[src/rtl/defines_pkg.sv]
// Shared types and default sizes for the BDF schedule controller loader.
// Optional feature macro: CTRL_LOADER_CHKSUM_EN (checksum word after each schedule).
package defines_pkg;

  localparam int DEF_CTRL_WIDTH = 24;
  localparam int DEF_CTRL_DEPTH = 48;
  localparam int DEF_ITER_W     = 16;

  // CHK is only ever entered when the checksum feature is compiled in.
  typedef enum logic [2:0] {
    LOAD  = 3'd0,
    PAD   = 3'd1,
    CHK   = 3'd2,
    ARMED = 3'd3,
    RUN   = 3'd4
  } ldr_state_e;

endpackage

[src/rtl/ctrl_xor_acc.sv]
// Running XOR of the schedule words of one load; restarts on the first word.
module ctrl_xor_acc #(
  parameter int WIDTH = 24
) (
  input  logic             clk,
  input  logic             rst,
  input  logic             clr,
  input  logic             en,
  input  logic [WIDTH-1:0] data,
  output logic [WIDTH-1:0] acc
);

  // First word of a load replaces the sum, later words fold in.
  always_ff @(posedge clk) begin
    if (!rst) begin
      acc <= '0;
    end else if (en) begin
      acc <= clr ? data : (acc ^ data);
    end
  end

endmodule

[src/rtl/ctrl_loader.sv]
// Write-side front end of the BDF schedule controller memory.
// Streams CTRL_DEPTH control words into the controller, then runs it for a
// whole number of iteration periods so its wr/rd address counters stay aligned.
// Optional feature macro: CTRL_LOADER_CHKSUM_EN (XOR checksum word, sticky err).
// Handshake: a word moves when cfg_valid && cfg_ready in the same cycle;
// cfg_ready never depends on cfg_valid, and a held word may wait indefinitely.
module ctrl_loader
  import defines_pkg::*;
#(
  parameter int CTRL_WIDTH = DEF_CTRL_WIDTH,
  parameter int CTRL_DEPTH = DEF_CTRL_DEPTH,
  parameter int ITER_W     = DEF_ITER_W
) (
  input  logic                  clk,
  input  logic                  rst,
  input  logic                  cfg_valid,
  output logic                  cfg_ready,
  input  logic [CTRL_WIDTH-1:0] cfg_data,
  input  logic [ITER_W-1:0]     cfg_iters,
  input  logic                  go,
  input  logic                  abort,
  output logic [CTRL_WIDTH-1:0] ctrl_in,
  output logic                  load_ctrl,
  output logic                  start_ctrl,
  output logic                  stop_ctrl,
  output logic                  busy,
  output logic                  done,
  output logic                  err,
  output ldr_state_e            dbg_state
);

  localparam int CW = $clog2(CTRL_DEPTH + 1);
  localparam logic [CW-1:0] LAST = CW'(CTRL_DEPTH - 1);

  ldr_state_e            state, state_n;
  logic [CW-1:0]         wcnt, wcnt_n;
  logic [CW-1:0]         pcnt, pcnt_n;
  logic [ITER_W-1:0]     icnt, icnt_n;
  logic [ITER_W-1:0]     iters, iters_n;
  logic                  drain, drain_n;
  logic [CTRL_WIDTH-1:0] ctrl_in_n;
  logic                  load_n, start_n, stop_n, err_n;
  logic                  accept;

`ifdef CTRL_LOADER_CHKSUM_EN
  logic [CTRL_WIDTH-1:0] acc;

  ctrl_xor_acc #(.WIDTH(CTRL_WIDTH)) u_xor_acc (
    .clk  (clk),
    .rst  (rst),
    .clr  (wcnt == '0),
    .en   (accept && (state == LOAD)),
    .data (cfg_data),
    .acc  (acc)
  );

  assign cfg_ready = ((state == LOAD) || (state == CHK)) && !abort;
`else
  assign cfg_ready = (state == LOAD) && !abort;
`endif

  assign accept    = cfg_valid && cfg_ready;
  assign dbg_state = state;

  // Next-state, counter and output decisions; everything is registered below.
  always_comb begin
    state_n   = state;
    wcnt_n    = wcnt;
    pcnt_n    = pcnt;
    icnt_n    = icnt;
    iters_n   = iters;
    drain_n   = drain;
    ctrl_in_n = ctrl_in;
    load_n    = 1'b0;
    start_n   = 1'b0;
    stop_n    = 1'b0;
    err_n     = err;
    case (state)
      LOAD: begin
        if (accept) begin
          ctrl_in_n = cfg_data;
          load_n    = 1'b1;
          err_n     = 1'b0;
          wcnt_n    = wcnt + CW'(1);
          if (wcnt == LAST) begin
`ifdef CTRL_LOADER_CHKSUM_EN
            state_n = CHK;
`else
            state_n = ARMED;
`endif
          end
        end else if (abort && (wcnt != '0)) begin
          state_n = PAD;
        end
      end
      // Fill the rest of the period with zero words so wr_addr lands on a boundary.
      PAD: begin
        ctrl_in_n = '0;
        load_n    = 1'b1;
        if (wcnt == LAST) begin
          state_n = LOAD;
          wcnt_n  = '0;
        end else begin
          wcnt_n = wcnt + CW'(1);
        end
      end
`ifdef CTRL_LOADER_CHKSUM_EN
      // Checksum word is consumed but never written to the controller.
      CHK: begin
        if (abort) begin
          state_n = LOAD;
          wcnt_n  = '0;
        end else if (accept) begin
          if (cfg_data == acc) begin
            state_n = ARMED;
          end else begin
            err_n   = 1'b1;
            state_n = LOAD;
            wcnt_n  = '0;
          end
        end
      end
`endif
      ARMED: begin
        if (abort) begin
          state_n = LOAD;
          wcnt_n  = '0;
        end else if (go) begin
          iters_n = cfg_iters;
          start_n = 1'b1;
          state_n = RUN;
          pcnt_n  = '0;
          icnt_n  = '0;
          drain_n = 1'b0;
        end
      end
      // stop_ctrl is decided one cycle ahead so it is high while pcnt is last.
      RUN: begin
        if (stop_ctrl) begin
          state_n = ARMED;
          drain_n = 1'b0;
        end else begin
          if (pcnt == LAST) begin
            pcnt_n = '0;
            icnt_n = icnt + ITER_W'(1);
          end else begin
            pcnt_n = pcnt + CW'(1);
          end
          drain_n = drain | abort;
          if ((pcnt_n == LAST) &&
              (drain_n || ((iters != '0) && (icnt_n == iters - ITER_W'(1))))) begin
            stop_n = 1'b1;
          end
        end
      end
      default: begin
        state_n = LOAD;
        wcnt_n  = '0;
      end
    endcase
  end

  // State, counters and registered outputs.
  always_ff @(posedge clk) begin
    if (!rst) begin
      state      <= LOAD;
      wcnt       <= '0;
      pcnt       <= '0;
      icnt       <= '0;
      iters      <= '0;
      drain      <= 1'b0;
      ctrl_in    <= '0;
      load_ctrl  <= 1'b0;
      start_ctrl <= 1'b0;
      stop_ctrl  <= 1'b0;
      busy       <= 1'b0;
      done       <= 1'b0;
      err        <= 1'b0;
    end else begin
      state      <= state_n;
      wcnt       <= wcnt_n;
      pcnt       <= pcnt_n;
      icnt       <= icnt_n;
      iters      <= iters_n;
      drain      <= drain_n;
      ctrl_in    <= ctrl_in_n;
      load_ctrl  <= load_n;
      start_ctrl <= start_n;
      stop_ctrl  <= stop_n;
      busy       <= (state_n == RUN);
      done       <= stop_n;
      err        <= err_n;
    end
  end

endmodule

[config.mk]
export PLATFORM = sky130hd
export DESIGN_NAME = ctrl_loader
export DESIGN_NICKNAME = d
export VERILOG_FILES = /design/src/rtl/defines_pkg.sv /design/src/rtl/ctrl_xor_acc.sv /design/src/rtl/ctrl_loader.sv
export SDC_FILE = /design/constraint.sdc
export NUM_CORES = 1
export LEC_CHECK = 0
export ABC_AREA = 1
export CAP_MARGIN = 20
export CORE_ASPECT_RATIO = 0.8
export CORE_MARGIN = 1
export CORE_UTILIZATION = 40
export DETAILED_ROUTE_END_ITERATION = 16
export GPL_ROUTABILITY_DRIVEN = 0
export GPL_TIMING_DRIVEN = 0
export PLACE_DENSITY = 0.65
export SLEW_MARGIN = 20
export SYNTH_ARGS = -nofsm -noshare
export SYNTH_HDL_FRONTEND = slang
export SYNTH_SLANG_ARGS = --single-unit
[constraint.sdc]
create_clock -name clk -period 2.55 [get_ports clk]
set_clock_uncertainty 0.05 [all_clocks]
set_input_delay 0.255 -clock clk [delete_from_list [all_inputs] [get_ports clk]]
set_output_delay 0.255 -clock clk [all_outputs]
set_load 0.02 [all_outputs]
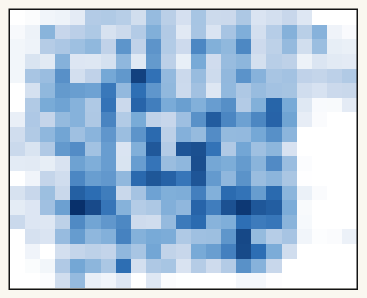
Run 1: wire density map
(3 px per um) 23 x 19 tiles, from white (low) to dark blue (high), scaled to the fullest tile. Values are wire area over tile area, all layers added.
tiles over half the peak: 24%
densest ninth of the die: center
mean over tiles: 0.16
fullest tile: 0.48
nearly empty tiles: 14%
routed via count: 4243
routed wire length: 11200 um

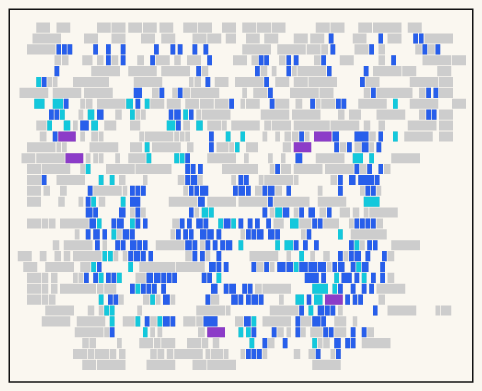
Run 1: gate families picked out
(4 px per um)
legend:
  blue:
    family: nand cells
    cells: 280
  cyan:
    family: nor cells
    cells: 76
  purple:
    family: fa/ha/maj cells
    cells: 6
most common cell after layout, fill and taps aside: sky130_fd_sc_hd__nand2_1
Final Instance Count excl. Fillers: 881
share of the final layout cell area in multi-input gates: 41.6%

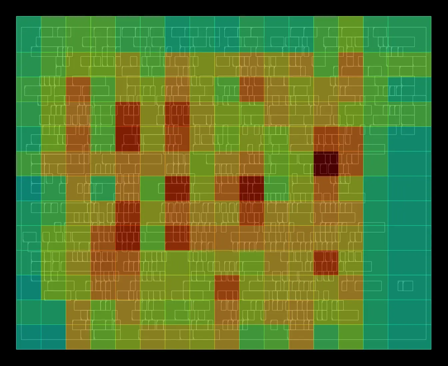
Run 1: routing congestion
met1 usage: 30.2%
GR Util met2: 34.5%
GR Util met3: 3.99%
GRT Overall Usage: 22.0%
gr busiest metal: met2

==> reports/qor.log, run 1 <==
[outcome] run status complete, no violations
[drt] total DRC errors in the routed layout 0
[timing] worst max-slew margin expressed relative to the limit 62.2%
[cells_and_area] Finished Core Util 54.5%
[cells_and_area] register with the most flip-flops ctrl_in
[worst_hold_path] number of stages on the worst hold path 2
[cells_and_area] # nets final 791
[synthesis] Synth Area per Inst 6.32 um^2
[drt] final antenna-violating net count 0
[clock_tree] clk root buf sky130_fd_sc_hd__clkbuf_16
[critical_path] critical path start-end classification flip-flop to flip-flop
[worst_hold_path] Min-Delay Endpoint ctrl_in[12]
[power_and_ir_drop] power in the clock group 0.00119 W
[worst_hold_path] worst min path class flip-flop to flip-flop
[critical_path] cell depth of the worst flop-to-flop path 11
[timing] post-route minimum period 2.18 ns
[drt] Via-to-Cell Ratio 4.82
[power_and_ir_drop] Clk pwr share 43.1%
[drt] total length of routed met2 wires 5160 um
[clock_tree] Max clock buf depth 2
[synthesis] number of enable-type register cells in the synthesized netlist 0
[synthesis] top cells by area in the synthesized netlist sky130_fd_sc_hd__dfxtp_1 37%, sky130_fd_sc_hd__nand2_1 20%, sky130_fd_sc_hd__a21oi_1 8.1%
[floorplan] chip footprint 0.0107 mm^2
[drt] routed metal-1 wire length 5450 um
[floorplan] die y size 92.8 um
[cells_and_area] share of the final layout cell area in sequential cells 28.5%
[timing] Hold Slack 0.407 ns
[cells_and_area] tally of clock buffers in the finished layout 11
[floorplan] horizontal extent of the die 116 um
[cells_and_area] number of flip-flops in the largest register 24
[cells_and_area] count of plain and timing-repair buffers in the layout 97
[placement] placed cell areas 0.00506 mm^2
[synthesis] number of different library cells in the post-synthesis netlist 38
[critical_path] crit-path max FO 4
[critical_path] worst path arrival time 2.40 ns
[critical_path] Register-to-Register Setup Slack 0.37 ns
[synthesis] most instantiated library cell after synthesis sky130_fd_sc_hd__nand2_1
[cells_and_area] layout overhead on the synthesized area 29.6%
[power_and_ir_drop] Worst VDD drop 0.339 mV
[drt] detailed-router iteration count before antenna repair 5
[placement] placed cell count 865
[floorplan] Tapcell Cnt 136
[timing] worst setup margin 0.369 ns
[timing] peak clock frequency supported by timing 0.458 GHz
[drt] Avg WL per Cell 12.7 um
[cells_and_area] Finished Cell Area 0.00534 mm^2
[clock_tree] post-CTS setup buffers 0
[critical_path] Largest stage delay, worst path 0.36 ns
[power_and_ir_drop] overall power of the completed layout 0.00276 W
[power_and_ir_drop] combinational-cell power consumption 0.000328 W
[synthesis] main logic family after synthesis simple AND/OR/NAND/NOR gates
[synthesis] Post-Synthesis Cells 652
[synthesis] number of cells in the yosys synthesis report 652
[placement] # port buffers 77
[timing] unrepaired setup endpoints after global routing no
[clock_tree] number of buffers inserted for hold repair after clock tree synthesis 0
[power_and_ir_drop] static leakage 2.18 nW
[floorplan] core box area 0.00981 mm^2
[critical_path] endpoint of the worst setup timing path done
[synthesis] top post-synthesis cells by count 222 x sky130_fd_sc_hd__nand2_1, 76 x sky130_fd_sc_hd__dfxtp_1, 75 x sky130_fd_sc_hd__inv_1
[power_and_ir_drop] power group with the largest share sequential cells
[floorplan] Core Util at FP 42.0%
[cells_and_area] portion of the layout cell area used by non-clock buffers 16.1%
[power_and_ir_drop] power attributed to sequential cells 0.00124 W
[critical_path] crit path buf inv count 1
[drt] highest metal layer with signal wires met4
[synthesis] xor/xnor share 1.70%
[cells_and_area] sequential cell area 0.00152 mm^2
[power_and_ir_drop] power density cells 516 mW/mm^2
[clock_tree] CTS clk-pin slew, worst paths 0.06 ns
[cells_and_area] sequential cells 76
[cells_and_area] comb. cell area 0.00222 mm^2
Run 1, zoomed window:
Window x 43 to 73, y 13 to 43 um. Cells in gray, sequential cells in the stronger gray; small squares are vias.
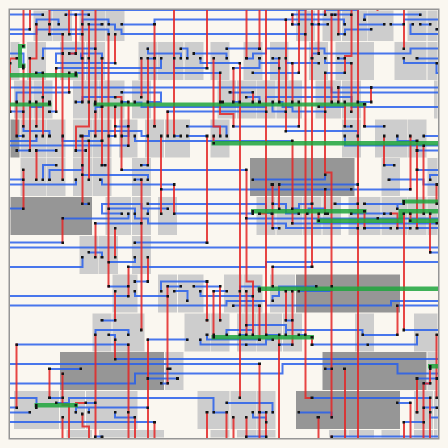

==> run 2: changes to the inputs <==
--- a/config.mk
+++ b/config.mk
@@ -13,7 +13,7 @@
 export DETAILED_ROUTE_END_ITERATION = 16
 export GPL_ROUTABILITY_DRIVEN = 0
 export GPL_TIMING_DRIVEN = 0
-export PLACE_DENSITY = 0.65
+export PLACE_DENSITY = 0.68
 export SLEW_MARGIN = 20
 export SYNTH_ARGS = -nofsm -noshare
 export SYNTH_HDL_FRONTEND = slang
==> constraint.sdc (replaced) <==
create_clock -name clk -period 1.8 [get_ports clk]
set_clock_uncertainty 0.05 [all_clocks]
set_input_delay 0.18 -clock clk [delete_from_list [all_inputs] [get_ports clk]]
set_output_delay 0.18 -clock clk [all_outputs]
set_load 0.02 [all_outputs]
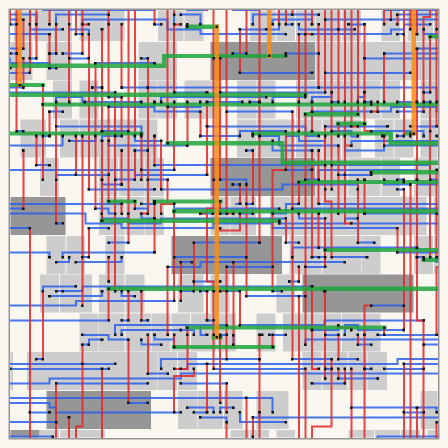
Run 2: zoomed window
Window x 43 to 73, y 13 to 43 um. Cells in gray, sequential cells in the stronger gray; small squares are vias.
legend:
  red:
    layer: M2
  orange:
    layer: M4
  green:
    layer: M3
  blue:
    layer: M1
netlist names of flops here include: icnt (5), iters (1)
cells with their middle in the window: 101
sequential cells in the window: 6
most frequent: nand2_1 (41), nand3_1 (13), nor2_1 (8)

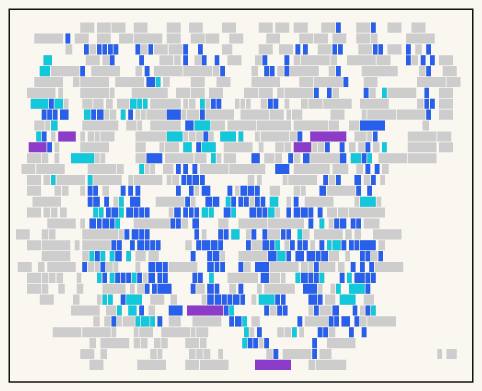
Run 2: gate families picked out
(4 px per um)
legend:
  purple:
    family: fa/ha/maj cells
    cells: 6
  blue:
    family: nand cells
    cells: 280
  cyan:
    family: nor cells
    cells: 76
share of the final layout cell area in multi-input gates: 42.3%
Final Instance Count excl. Fillers: 898

==> run 2 against run 1 <==
  * The flow now finishes with violations (negative setup slack)
  * Hold slack worse by 0.056 ns
  * Fmax up 12%
  * Via count up 4.1%
  * Core utilization up 3.6 points
  * Routed wire length up 4.5%
  * Global-route usage up 1.5 points
  * Sequential power up 42%
  * Register-to-register slack worse by 0.52 ns
  * Final cell count up 1.9%
==> reports/qor.log, run 2 <==
[outcome] run status complete, but fails checks
[outcome] violated checks negative setup slack
[drt] total DRC errors in the routed layout 0
[critical_path] Largest stage delay, worst path 0.35 ns
[synthesis] Post-Synthesis Cells 652
[timing] Hold Slack 0.351 ns
[drt] total length of routed met2 wires 5490 um
[global_routing] Remaining Overflow, GRT 0
[drt] final antenna-violating net count 0
[global_routing] GR Util met2 38.7%
[drt] highest metal layer with signal wires met4
[cells_and_area] portion of the layout cell area used by non-clock buffers 18.0%
[drt] routed wire length 11700 um
[timing] worst setup margin -0.146 ns
[power_and_ir_drop] Clk pwr share 42.6%
[critical_path] crit path buf inv count 2
[timing] post-route minimum period 1.95 ns
[clock_tree] number of buffers inserted for hold repair after clock tree synthesis 0
[cells_and_area] number of flip-flops in the largest register 24
[cells_and_area] sequential cells 76
[floorplan] die y size 92.8 um
[critical_path] Largest delay share family, worst path simple AND/OR/NAND/NOR gates
[drt] number of DRC markers after the initial detailed-route iteration 252
[power_and_ir_drop] static leakage 2.35 nW
[placement] # port buffers 77
[timing] endpoints failing setup 1
[power_and_ir_drop] combinational-cell power consumption 0.000496 W
[clock_tree] CTS clk-pin slew, worst paths 0.06 ns
[floorplan] chip footprint 0.0107 mm^2
[critical_path] endpoint of the worst setup timing path done
[power_and_ir_drop] switching share of power 25.5%
[global_routing] GRT Overall Usage 23.5%
[global_routing] gr busiest metal met2
[power_and_ir_drop] power group with the largest share sequential cells
[cells_and_area] tally of clock buffers in the finished layout 12
[global_routing] GR Util met3 4.58%
[synthesis] main logic family after synthesis simple AND/OR/NAND/NOR gates
[timing] worst max-slew margin expressed relative to the limit 57.5%
[clock_tree] Max clock buf depth 2
[power_and_ir_drop] internal portion of total power 0.00293 W
[power_and_ir_drop] combinational share of power 12.6%
[run] max-cap check violation count 0
[cells_and_area] sequential cell area 0.00154 mm^2
[timing] unrepaired setup endpoints after global routing yes
[cells_and_area] count of plain and timing-repair buffers in the layout 114
[power_and_ir_drop] power density cells 689 mW/mm^2
[power_and_ir_drop] power attributed to sequential cells 0.00176 W
[floorplan] Core Util at FP 42.0%
[synthesis] top cells by area in the synthesized netlist sky130_fd_sc_hd__dfxtp_1 37%, sky130_fd_sc_hd__nand2_1 20%, sky130_fd_sc_hd__a21oi_1 8.1%
[critical_path] crit-path max FO 6
[synthesis] most instantiated library cell after synthesis sky130_fd_sc_hd__nand2_1
[placement] placed cell count 865
[clock_tree] post-CTS setup buffers 12
[synthesis] number of enable-type register cells in the synthesized netlist 0
[critical_path] Register-to-Register Setup Slack -0.15 ns
[synthesis] top post-synthesis cells by count 222 x sky130_fd_sc_hd__nand2_1, 76 x sky130_fd_sc_hd__dfxtp_1, 75 x sky130_fd_sc_hd__inv_1
[cells_and_area] layout overhead on the synthesized area 38.2%
[clock_tree] clk root buf sky130_fd_sc_hd__clkbuf_16
[worst_hold_path] number of stages on the worst hold path 3
[floorplan] Tapcell Cnt 136
[cells_and_area] register with the most flip-flops ctrl_in
[drt] routed via count 4418
[drt] routed metal-1 wire length 5370 um
[synthesis] xor/xnor share 1.70%
[synthesis] number of cells in the yosys synthesis report 652
[cells_and_area] Finished Core Util 58.1%
[power_and_ir_drop] Worst VDD drop 0.496 mV
[floorplan] horizontal extent of the die 116 um
[placement] placed cell areas 0.00506 mm^2
[timing] peak clock frequency supported by timing 0.514 GHz
[synthesis] number of different library cells in the post-synthesis netlist 38
[critical_path] critical path start-end classification flip-flop to flip-flop
[drt] Avg WL per Cell 13.1 um
[power_and_ir_drop] power in the clock group 0.00167 W
[floorplan] core box area 0.00981 mm^2
[power_and_ir_drop] overall power of the completed layout 0.00393 W
[critical_path] Critical Path Stages 13
[drt] Via-to-Cell Ratio 4.92
[drt] detailed-router iteration count before antenna repair 6
[cells_and_area] Finished Cell Area 0.00570 mm^2
[worst_hold_path] worst min path class primary input to flip-flop
[cells_and_area] # nets final 808
[cells_and_area] most common cell after layout, fill and taps aside sky130_fd_sc_hd__nand2_1
[cells_and_area] comb. cell area 0.00241 mm^2
[synthesis] Synth Area per Inst 6.32 um^2
[cells_and_area] share of the final layout cell area in sequential cells 26.9%
[global_routing] met1 usage 30.0%
[worst_hold_path] Min-Delay Endpoint ctrl_in[20]
[critical_path] cell depth of the worst flop-to-flop path 13
[synthesis] sequential area share after synthesis 36.9%
[critical_path] worst path arrival time 2.17 ns
==> run 3: changes to the inputs <==
--- a/config.mk
+++ b/config.mk
@@ -13,6 +13,7 @@
 export DETAILED_ROUTE_END_ITERATION = 16
 export GPL_ROUTABILITY_DRIVEN = 0
 export GPL_TIMING_DRIVEN = 0
+export HOLD_SLACK_MARGIN = 0.02
 export PLACE_DENSITY = 0.68
 export SLEW_MARGIN = 20
 export SYNTH_ARGS = -nofsm -noshare
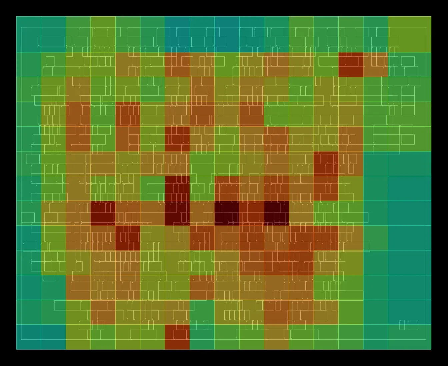
Run 3: routing congestion
Finished Core Util: 58.1%
Avg WL per Cell: 13.1 um

==> run 3 against run 2 <==
  * The flow still finishes with violations (negative setup slack)
  * Final cell count unchanged
  * Non-clock buffer count did not move
  * Largest power group unchanged
  * Hold slack unchanged
  * Die size unchanged
  * Global-route usage is the same
  * First-iteration DRC count did not move
  * Fmax is the same
  * Routed wire length is the same
==> reports/qor.log, run 3 <==
[cells_and_area] count of plain and timing-repair buffers in the layout 114
[global_routing] GRT Overall Usage 23.5%
[placement] # port buffers 77
[synthesis] Synth Area per Inst 6.32 um^2
[outcome] run status complete, but fails checks
[power_and_ir_drop] combinational share of power 12.6%
[clock_tree] clk root buf sky130_fd_sc_hd__clkbuf_16
[cells_and_area] number of inserted filler cells in the final layout 946
[critical_path] endpoint of the worst setup timing path done
[power_and_ir_drop] Worst VDD drop 0.496 mV
[critical_path] cell depth of the worst flop-to-flop path 13
[cells_and_area] sequential cell area 0.00154 mm^2
[floorplan] horizontal extent of the die 116 um
[timing] peak clock frequency supported by timing 0.514 GHz
[drt] routed via count 4418
[worst_hold_path] number of stages on the worst hold path 3
[clock_tree] number of buffers inserted for hold repair after clock tree synthesis 0
[timing] slew at the pin closest to its max-slew limit 0.637 ns
[critical_path] reg-to-reg critical path endpoint done
[timing] worst setup margin -0.146 ns
[cells_and_area] tally of clock buffers in the finished layout 12
[synthesis] most used flip-flop cell sky130_fd_sc_hd__dfxtp_1
[drt] total length of routed met2 wires 5490 um
[placement] placed cell areas 0.00506 mm^2
[power_and_ir_drop] static leakage 2.35 nW
[power_and_ir_drop] overall power of the completed layout 0.00393 W
[clock_tree] post-CTS setup buffers 12
[critical_path] Largest delay share family, worst path simple AND/OR/NAND/NOR gates
[drt] Via-to-Cell Ratio 4.92
[timing] unrepaired setup endpoints after global routing yes
[drt] routed metal-1 wire length 5370 um
[synthesis] top post-synthesis cells by count 222 x sky130_fd_sc_hd__nand2_1, 76 x sky130_fd_sc_hd__dfxtp_1, 75 x sky130_fd_sc_hd__inv_1
[worst_hold_path] worst min path class primary input to flip-flop
[critical_path] worst-path cell chain ha_4, nand3_4, nor2_4, buf_6, buf_4, nand3b_1, nand2_1, nor2_1, nor2_1, nand3_1, nor2_1, nand2_1, a21oi_2
[cells_and_area] number of flip-flops in the largest register 24
[power_and_ir_drop] power density cells 689 mW/mm^2
[synthesis] number of cells in the yosys synthesis report 652
[power_and_ir_drop] combinational-cell power consumption 0.000496 W
[power_and_ir_drop] power attributed to sequential cells 0.00176 W
[synthesis] xor/xnor share 1.70%
[floorplan] core box area 0.00981 mm^2
[power_and_ir_drop] Clk pwr share 42.6%
[timing] Hold Slack 0.351 ns
[global_routing] gr busiest metal met2
[cells_and_area] comb. cell area 0.00241 mm^2
[synthesis] number of different library cells in the post-synthesis netlist 38
[drt] detailed-router iteration count before antenna repair 6
[timing] worst max-slew margin expressed relative to the limit 57.5%
[drt] number of DRC markers after the initial detailed-route iteration 252
[global_routing] met1 usage 30.0%
[synthesis] top cells by area in the synthesized netlist sky130_fd_sc_hd__dfxtp_1 37%, sky130_fd_sc_hd__nand2_1 20%, sky130_fd_sc_hd__a21oi_1 8.1%
[synthesis] number of enable-type register cells in the synthesized netlist 0
[cells_and_area] sequential cells 76
[global_routing] Remaining Overflow, GRT 0
[global_routing] GR Util met2 38.7%
[floorplan] chip footprint 0.0107 mm^2
[global_routing] GR Util met3 4.58%
[timing] post-route minimum period 1.95 ns
[floorplan] die y size 92.8 um
[cells_and_area] Final Instance Count excl. Fillers 898
[timing] endpoints failing setup 1
[cells_and_area] share of the final layout cell area in sequential cells 26.9%
[critical_path] launching element type of the critical path flip-flop
[synthesis] Post-Synthesis Cells 652
[clock_tree] Max clock buf depth 2
[cells_and_area] most common cell after layout, fill and taps aside sky130_fd_sc_hd__nand2_1
[power_and_ir_drop] internal portion of total power 0.00293 W
[cells_and_area] share of the final layout cell area in multi-input gates 42.3%
[floorplan] Tapcell Cnt 136
[worst_hold_path] Min-Delay Endpoint ctrl_in[20]
[critical_path] crit-path max FO 6
[floorplan] Core Util at FP 42.0%
[drt] total DRC errors in the routed layout 0
[cells_and_area] portion of the layout cell area used by non-clock buffers 18.0%
[clock_tree] CTS clk-pin slew, worst paths 0.06 ns
[timing] part of the cycle the worst path needs 108%
[cells_and_area] Finished Cell Area 0.00570 mm^2
[critical_path] critical path start-end classification flip-flop to flip-flop
[placement] placed cell count 865
[drt] highest metal layer with signal wires met4
[critical_path] Largest stage delay, worst path 0.35 ns
[critical_path] Register-to-Register Setup Slack -0.15 ns
[critical_path] worst path arrival time 2.17 ns
[critical_path] crit path buf inv count 2
[cells_and_area] layout overhead on the synthesized area 38.2%
[synthesis] sequential area share after synthesis 36.9%
[cells_and_area] biggest area consumer among cell classes combinational gates
[synthesis] most instantiated library cell after synthesis sky130_fd_sc_hd__nand2_1
[power_and_ir_drop] power in the clock group 0.00167 W
[cells_and_area] register with the most flip-flops ctrl_in
[critical_path] Critical Path Stages 13
[run] max-cap check violation count 0
[drt] final antenna-violating net count 0
[synthesis] main logic family after synthesis simple AND/OR/NAND/NOR gates
[outcome] violated checks negative setup slack
[drt] routed wire length 11700 um
[power_and_ir_drop] switching share of power 25.5%
[cells_and_area] # nets final 808
[power_and_ir_drop] power group with the largest share sequential cells
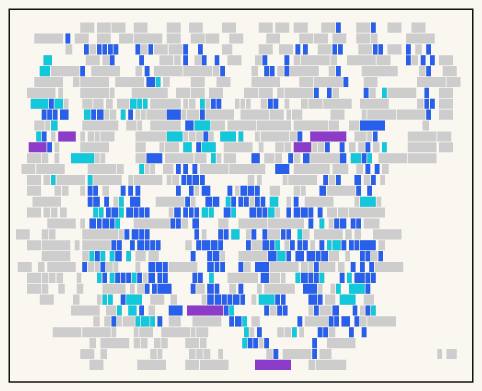
Run 3: gate families picked out
(4 px per um)
legend:
  blue:
    family: nand cells
    cells: 280
  cyan:
    family: nor cells
    cells: 76
  purple:
    family: fa/ha/maj cells
    cells: 6

Power is estimated from default activity; no workload was simulated.
